==> run_1/sizing.png <==
Scale bar: 20 um.
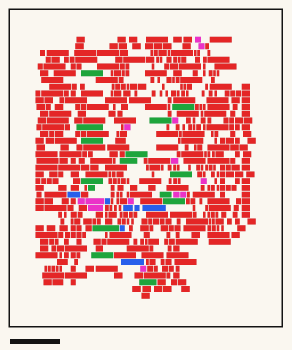
==> run_1/layers.png <==
Scale bar: 20 um.
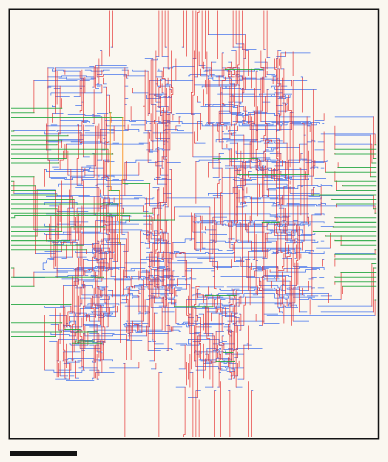
==> run_1/pinout.png <==
Scale bar: 20 um. Pins as bars across the die edge, other pins in grey.
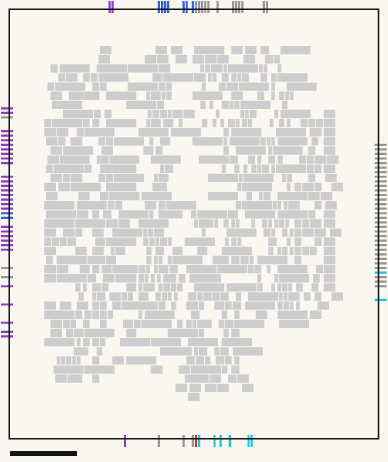
==> src/rtl/imem_loader_pkg.sv <==
// Shared loader state encodings, default end-of-program marker and the byte shift helper.
package imem_loader_pkg;

  localparam logic [2:0] LDR_LOAD    = 3'd0;
  localparam logic [2:0] LDR_WRITE   = 3'd1;
  localparam logic [2:0] LDR_RUN     = 3'd2;
  localparam logic [2:0] LDR_DONE    = 3'd3;
  localparam logic [2:0] LDR_TIMEOUT = 3'd4;

  localparam logic [31:0] END_WORD_DEFAULT = 32'hFFFF_FFFF;

  // Big-endian assembly: the oldest byte ends up in bits [31:24].
  function automatic logic [31:0] shift_in_byte(input logic [31:0] word, input logic [7:0] data);
    return {word[23:0], data};
  endfunction

endpackage

==> src/rtl/imem_loader_byte_assembler.sv <==
// Packs accepted bytes MSB-first into 32-bit words; word_valid marks the accept of the fourth byte.
module imem_loader_byte_assembler
  import imem_loader_pkg::*;
(
  input  logic        clk,
  input  logic        reset,
  input  logic        clear,
  input  logic        accept,
  input  logic [7:0]  byte_in,
  output logic        word_valid,
  output logic [31:0] word
);

  logic [31:0] word_d, word_q;
  logic [1:0]  cnt_d, cnt_q;

  // Next shift register and byte counter; clear discards any partial word.
  always_comb begin
    word_d = word_q;
    cnt_d  = cnt_q;
    if (clear) begin
      word_d = 32'h0000_0000;
      cnt_d  = 2'd0;
    end else if (accept) begin
      word_d = shift_in_byte(word_q, byte_in);
      cnt_d  = cnt_q + 2'd1;
    end else begin
      word_d = word_q;
      cnt_d  = cnt_q;
    end
  end

  // Assembly state flops.
  always_ff @(posedge clk or posedge reset) begin
    if (reset) begin
      word_q <= 32'h0000_0000;
      cnt_q  <= 2'd0;
    end else begin
      word_q <= word_d;
      cnt_q  <= cnt_d;
    end
  end

  assign word_valid = accept && (cnt_q == 2'd3) && !clear;
  assign word       = word_q;

endmodule

==> src/rtl/imem_loader.sv <==
// Boot/run controller: streams a program into instruction memory, then runs the core until halt or timeout.
module imem_loader
  import imem_loader_pkg::*;
#(
  parameter int unsigned ADDR_WIDTH = 8,
  parameter logic [31:0] END_WORD   = END_WORD_DEFAULT,
  parameter int unsigned MAX_CYCLES = 200
) (
  input  logic                  clk,
  input  logic                  reset,
  input  logic                  rx_valid,
  input  logic [7:0]            rx_data,
  output logic                  rx_ready,
  input  logic                  restart,
  output logic                  imem_we,
  output logic [ADDR_WIDTH-1:0] imem_addr,
  output logic [31:0]           imem_wdata,
  output logic                  cpu_reset,
  input  logic                  cpu_halt,
  output logic [ADDR_WIDTH:0]   word_count,
  output logic [31:0]           cycle_count,
  output logic                  done,
  output logic                  timeout
);

  localparam logic [31:0]           MAX_C    = 32'(MAX_CYCLES);
  localparam logic [ADDR_WIDTH-1:0] ADDR_MAX = {ADDR_WIDTH{1'b1}};

  logic [2:0]            state_d, state_q;
  logic [ADDR_WIDTH-1:0] addr_d, addr_q;
  logic [ADDR_WIDTH:0]   wc_d, wc_q;
  logic [31:0]           cc_d, cc_q;
  logic                  rx_ready_d, rx_ready_q;
  logic                  cpu_reset_d, cpu_reset_q;
  logic                  imem_we_d, imem_we_q;
  logic                  done_d, done_q;
  logic                  timeout_d, timeout_q;

  logic        accept_s;
  logic        asm_clear_s;
  logic        word_valid_s;
  logic [31:0] asm_word_s;
  logic [31:0] cc_inc_s;

  assign accept_s = rx_valid && rx_ready_q;
  assign cc_inc_s = cc_q + 32'd1;

  imem_loader_byte_assembler u_asm (
    .clk        (clk),
    .reset      (reset),
    .clear      (asm_clear_s),
    .accept     (accept_s),
    .byte_in    (rx_data),
    .word_valid (word_valid_s),
    .word       (asm_word_s)
  );

  // Loader FSM and counter next-state logic.
  always_comb begin
    state_d     = state_q;
    addr_d      = addr_q;
    wc_d        = wc_q;
    cc_d        = cc_q;
    asm_clear_s = 1'b0;
    case (state_q)
      LDR_LOAD: begin
        if (word_valid_s) state_d = LDR_WRITE;
        else              state_d = LDR_LOAD;
      end
      LDR_WRITE: begin
        wc_d = wc_q + (ADDR_WIDTH+1)'(1'b1);
        if ((asm_word_s == END_WORD) || (addr_q == ADDR_MAX)) begin
          state_d = LDR_RUN;
        end else begin
          addr_d  = addr_q + ADDR_WIDTH'(1'b1);
          state_d = LDR_LOAD;
        end
      end
      LDR_RUN: begin
        // Halt takes priority over reaching the cycle limit on the same cycle.
        if (cpu_halt) begin
          state_d = LDR_DONE;
        end else if (cc_q >= MAX_C) begin
          state_d = LDR_TIMEOUT;
        end else begin
          cc_d = cc_inc_s;
          if (cc_inc_s >= MAX_C) state_d = LDR_TIMEOUT;
          else                   state_d = LDR_RUN;
        end
      end
      LDR_DONE, LDR_TIMEOUT: begin
        if (restart) begin
          state_d     = LDR_LOAD;
          addr_d      = {ADDR_WIDTH{1'b0}};
          wc_d        = {(ADDR_WIDTH+1){1'b0}};
          cc_d        = 32'd0;
          asm_clear_s = 1'b1;
        end else begin
          state_d = state_q;
        end
      end
      default: begin
        state_d     = LDR_LOAD;
        addr_d      = {ADDR_WIDTH{1'b0}};
        wc_d        = {(ADDR_WIDTH+1){1'b0}};
        cc_d        = 32'd0;
        asm_clear_s = 1'b1;
      end
    endcase
  end

  // Outputs are decoded from the next state so they appear registered in the state they describe.
  always_comb begin
    rx_ready_d  = (state_d == LDR_LOAD);
    cpu_reset_d = (state_d == LDR_LOAD) || (state_d == LDR_WRITE);
    imem_we_d   = (state_d == LDR_WRITE);
    done_d      = (state_d == LDR_DONE);
    timeout_d   = (state_d == LDR_TIMEOUT);
  end

  // State, counters and registered outputs.
  always_ff @(posedge clk or posedge reset) begin
    if (reset) begin
      state_q     <= LDR_LOAD;
      addr_q      <= {ADDR_WIDTH{1'b0}};
      wc_q        <= {(ADDR_WIDTH+1){1'b0}};
      cc_q        <= 32'd0;
      rx_ready_q  <= 1'b1;
      cpu_reset_q <= 1'b1;
      imem_we_q   <= 1'b0;
      done_q      <= 1'b0;
      timeout_q   <= 1'b0;
    end else begin
      state_q     <= state_d;
      addr_q      <= addr_d;
      wc_q        <= wc_d;
      cc_q        <= cc_d;
      rx_ready_q  <= rx_ready_d;
      cpu_reset_q <= cpu_reset_d;
      imem_we_q   <= imem_we_d;
      done_q      <= done_d;
      timeout_q   <= timeout_d;
    end
  end

  assign rx_ready    = rx_ready_q;
  assign cpu_reset   = cpu_reset_q;
  assign imem_we     = imem_we_q;
  assign imem_addr   = addr_q;
  assign imem_wdata  = imem_we_q ? asm_word_s : 32'h0000_0000;
  assign word_count  = wc_q;
  assign cycle_count = cc_q;
  assign done        = done_q;
  assign timeout     = timeout_q;

endmodule
==> config.mk <==
export PLATFORM = sky130hd
export DESIGN_NAME = imem_loader
export DESIGN_NICKNAME = d
export VERILOG_FILES = /design/src/rtl/imem_loader_pkg.sv /design/src/rtl/imem_loader_byte_assembler.sv /design/src/rtl/imem_loader.sv
export SDC_FILE = /design/constraint.sdc
export NUM_CORES = 1
export LEC_CHECK = 0
export CAP_MARGIN = 0
export CORE_ASPECT_RATIO = 1.2
export CORE_MARGIN = 10
export CORE_UTILIZATION = 45
export DETAILED_ROUTE_END_ITERATION = 6
export PLACE_DENSITY = 0.76
export SLEW_MARGIN = 10
export SYNTH_ARGS = -nofsm -noshare
export SYNTH_HDL_FRONTEND = slang
export SYNTH_SLANG_ARGS = --single-unit
==> constraint.sdc <==
create_clock -name clk -period 2.7 [get_ports clk]
set_input_delay 0.54 -clock clk [delete_from_list [all_inputs] [get_ports clk]]
set_output_delay 0.54 -clock clk [all_outputs]
set_load 0.05 [all_outputs]
==> impl_metrics.env, run 1 <==
# source this file to load flow results
export IMPL_status="finished clean"
export IMPL_worstPathRequired_ps=2910
export IMPL_place_hpwl_um=7860
export IMPL_cts_clk_slew_worst_paths_ps=60
export IMPL_drv_cap=0
export IMPL_cts_resized=0
export IMPL_clkLatencyLatePin_ps=330
export IMPL_mux_share=0.0118
export IMPL_synth_nets=474
export IMPL_synth_cells=456
export IMPL_antennaDiodeCount=0
export IMPL_layout_cells_most_common="clkdlybuf4s50_1"
export IMPL_maxSlewHeadroom=0.617
export IMPL_ys_warn_count=0
export IMPL_edf_count=0
export IMPL_drt_wl_total_um=10900
export IMPL_viasPerCell=5.41
export IMPL_drc=0
export IMPL_aoi_share=0.130
export IMPL_cp_end_kind="register"
export IMPL_place_congestion=0.882
export IMPL_fin_nets=560
## Picture notes: sizing.png
Magenta shows x3 and x4, cells 13. Green shows x6 and larger, cells 15. Red shows x1 and smaller, cells 512. Blue shows x2, cells 7.

## Picture notes: layers.png
Green shows M3, wire length 1010 um. Blue shows M1, wire length 4340 um. Orange shows M4, wire length 58.5 um. Red shows M2, wire length 5490 um.

## Picture notes: pinout.png
Cyan shows imem_addr, pins 8, direction output, edge 6 bottom, 2 right. Purple shows cycle_count, pins 32, direction output, edge 29 left, 2 top, 1 bottom. Blue shows word_count, pins 9, direction output, edge 7 top, 2 left. Red shows cpu_reset, pins 1, direction output, edge bottom.
Die Ht: 128 um
I/O Buffers: 98
Die W: 110 um

run 1: layout make-up:
cell class              instances  area (sq um)
clock buffers                  11           243
clock inverters                 5          85.1
fillers                       783          3730
inverters                       7          30.0
multi-input cells             328          1900
flip-flops and latches         91          2280
well taps                     123           154
repair buffers                105          1050
run 1: metal layers:
layer,share of wire,vias up
met5,0,-
met4,0.0053,0
met1,0.40,1769
met3,0.093,7
li1,-,1752
met2,0.50,98
run 1: per-stage QoR:
stage	util	hold slack, ps	cells	power [uW]	instance area (sq um)
after global routing	0.606	528	670	5160	5740
after floorplan	-	506	456	3030	4340
final	0.606	513	670	4890	5740
after CTS	0.606	517	670	4930	5740
after detailed placement	0.572	500	654	3570	5410
after global placement	0.572	483	654	3520	5410
run 1: power breakdown:
group	switching, uW	internal (uW)
clock network	516	842
registers	359	1680
logic	960	537
total	1830	3060
run 1: worst reg2reg max path: stages (launching register included):
cell and delay [ps]:
dfrtp_1 470, or3_1 430, a311o_1 400, or2_4 280, o31a_4 440, a211o_1 330
run 1: path summary, 6_finish.rpt:
check | startpoint | endpoint | slack (ps) | cells past startpoint
worst min-delay path | cycle_count[14] | cycle_count[14] | 510 | 1
worst max-delay path | cycle_count[4] | cycle_count[5] | 250 | 5
worst min register to register | cycle_count[14] | cycle_count[14] | 510 | 1
min in group asynchronous | reset | imem_addr[2] | 690 | 3
worst max register to register | cycle_count[4] | cycle_count[5] | 250 | 5
max in group asynchronous | reset | cycle_count[9] | 1640 | 3
run 1: sequential cells by signal, indices dropped and copies added, names as in the netlist:
name and count:
rx_ready 1, imem_addr 8, u_asm.word 32, done 1
timeout 1, cpu_reset 1, state_q 3, cycle_count 32
imem_we 1, word_count 9, u_asm.cnt_q 2
==> run 2: changes to the inputs <==
Settings changed: CORE_UTILIZATION 45 to 57, DONT_BUFFER_PORTS from default to 1, PLACE_DENSITY 0.76 to 0.75.
==> run 2 against run 1 <==
Compared with the run above: wire length is 5.3% lower; first-iteration DRC count is 100% higher; sequential cell count stayed put; core utilization is 6.4 points higher; sequential share of layout area is 6.8 points higher; design area is 15% lower; clock power is 24% lower; via count is 5.3% lower; global-route usage is 2.7 points higher; synthesized cell count stayed put.
==> impl_metrics.env, run 2 <==
# source this file to load flow results
export IMPL_drtIter0Drc=266
export IMPL_worstPathRequired_ps=2940
export IMPL_status="finished clean"
export IMPL_grt_max_degree=49
export IMPL_r2r_end="cycle_count[5]"
export IMPL_edf_count=0
export IMPL_grt_total_usage=0.180
export IMPL_core_sq_mm=0.00732
export IMPL_finClkSkew_ps=15.5
export IMPL_grt_pass1_wl_um=17100
export IMPL_cts_clk_slew_worst_paths_ps=100
export IMPL_regToRegSetupSlack_ps=310
export IMPL_post_cts_buffers=0
export IMPL_die_h_um=116
export IMPL_cts_max_level=3
export IMPL_layout_cells_most_common="dfrtp_1"
export IMPL_ys_top_cells_by_count="89 x dfrtp_1, 82 x nand2_1, 57 x and2_1"
export IMPL_wl_per_cell_um=17.9
export IMPL_drc=0
export IMPL_drive_gt1_frac=0.148
export IMPL_place_congestion=0.839
export IMPL_fp_dieW_um=99.6
export IMPL_crit_arrival_ps=2630
export IMPL_cts_resized=0
export IMPL_max_stage_delay_ps=520
export IMPL_r2r_start="cycle_count[13]"
export IMPL_cp_cell_sequence="or4_1, a311o_1, or2_4, o31a_4, a211o_1"
export IMPL_rows=34
export IMPL_synth_nets=474
export IMPL_drv_cap=0
export IMPL_antennaDiodeCount=0
export IMPL_reg2reg_depth=5
export IMPL_ys_warn_count=0
export IMPL_total_power_uw=4380
export IMPL_maxSlewHeadroom=0.524
export IMPL_tns_ps=0
export IMPL_synth_cells=456
export IMPL_warnings=28
export IMPL_fillers=632
export IMPL_slowest_stage="or4_1"
export IMPL_place_hpwl_um=7450
export IMPL_portBuffers=0
export IMPL_fin_nets=501
export IMPL_viasPerCell=5.94
export IMPL_yosysMostFrequentCell="dfrtp_1"
export IMPL_clkLatencyLatePin_ps=360
export IMPL_cp_end_kind="register"
export IMPL_ir_worst_vdd_mv=0.538
-- run 2: cell counts after synthesis --
No cell type changed its count.
-- run 2: worst max-delay path by stage --
stage | start | to | slack (ps) | cells past startpoint
6_report | cycle_count[13] | cycle_count[5] | 310 | 5
2_1_floorplan | cycle_count[4] | cycle_count[5] | 170 | 6
3_3_place_gp | cycle_count[13] | cycle_count[5] | 360 | 5
4_1_cts | cycle_count[13] | cycle_count[5] | 300 | 5
3_5_place_dp | cycle_count[13] | cycle_count[5] | 310 | 5
5_1_grt | cycle_count[13] | cycle_count[5] | 230 | 5
-- run 2: layer usage --
layer,vias up,wire length (um)
met5,-,0
met2,109,5060
met4,0,116
li1,1643,-
met3,11,1020
met1,1671,4130
-- run 2: kinds of logic after synthesis --
logic type | Yosys count | share of synthesized area
AOI/OAI and AO/OA | 91 | 0.130
adders and majority gates | 5 | 0.0144
xor gates and xnor gates | 7 | 0.0141
muxes | 5 | 0.0118
DFF | 91 | 0.526
buffers and inverters | 37 | 0.0375
and+or+nand+nor | 220 | 0.266
-- run 2: final cells by class --
class	count	area (sq um)	share of cell area
Tap cell	90	113	0.0230
Inverter	7	30.0	0.00613
Clock inverter	5	85.1	0.0174
Clock buffer	11	141	0.0288
Timing Repair Buffer	46	358	0.0730
Multi-Input combinational cell	328	1900	0.387
Sequential cell	91	2280	0.465
-- run 2: per-stage QoR --
step	cells	util	cell area [sq um]	hold WS, ps
after floorplan	456	-	4340	506
after global placement	562	0.639	4680	444
after detailed placement	562	0.639	4680	449
after CTS	578	0.670	4900	54.8
after global routing	578	0.670	4900	55.9
final	578	0.670	4900	54.7
-- run 2: power by group --
part | switching [uW] | internal [uW]
Combinational | 877 | 389
Sequential | 407 | 1680
Clock | 481 | 552
Total | 1760 | 2620
==> run_2/m3.png <==
Scale bar: 20 um.
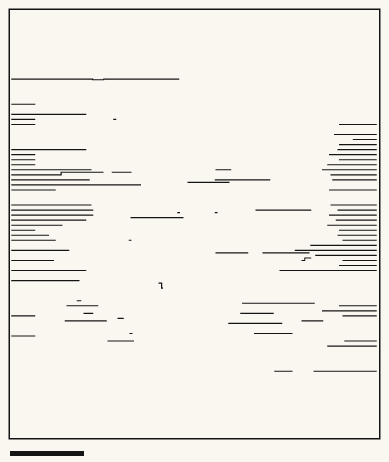
76 nets have wire on it. The layer carries 1020 um of wire. The wires run mostly horizontal.
DR vias: 3434
met3 usage: 0.0643
final wirelength: 10300 um

==> run_2/layers.png <==
Scale bar: 20 um.
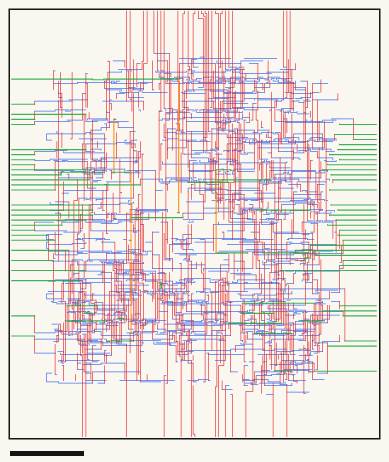
Green shows M3, wire length 1020 um. Orange shows M4, wire length 116 um. Blue shows M1, wire length 4130 um. Red shows M2, wire length 5060 um.

Power and IR drop assume default switching activity.
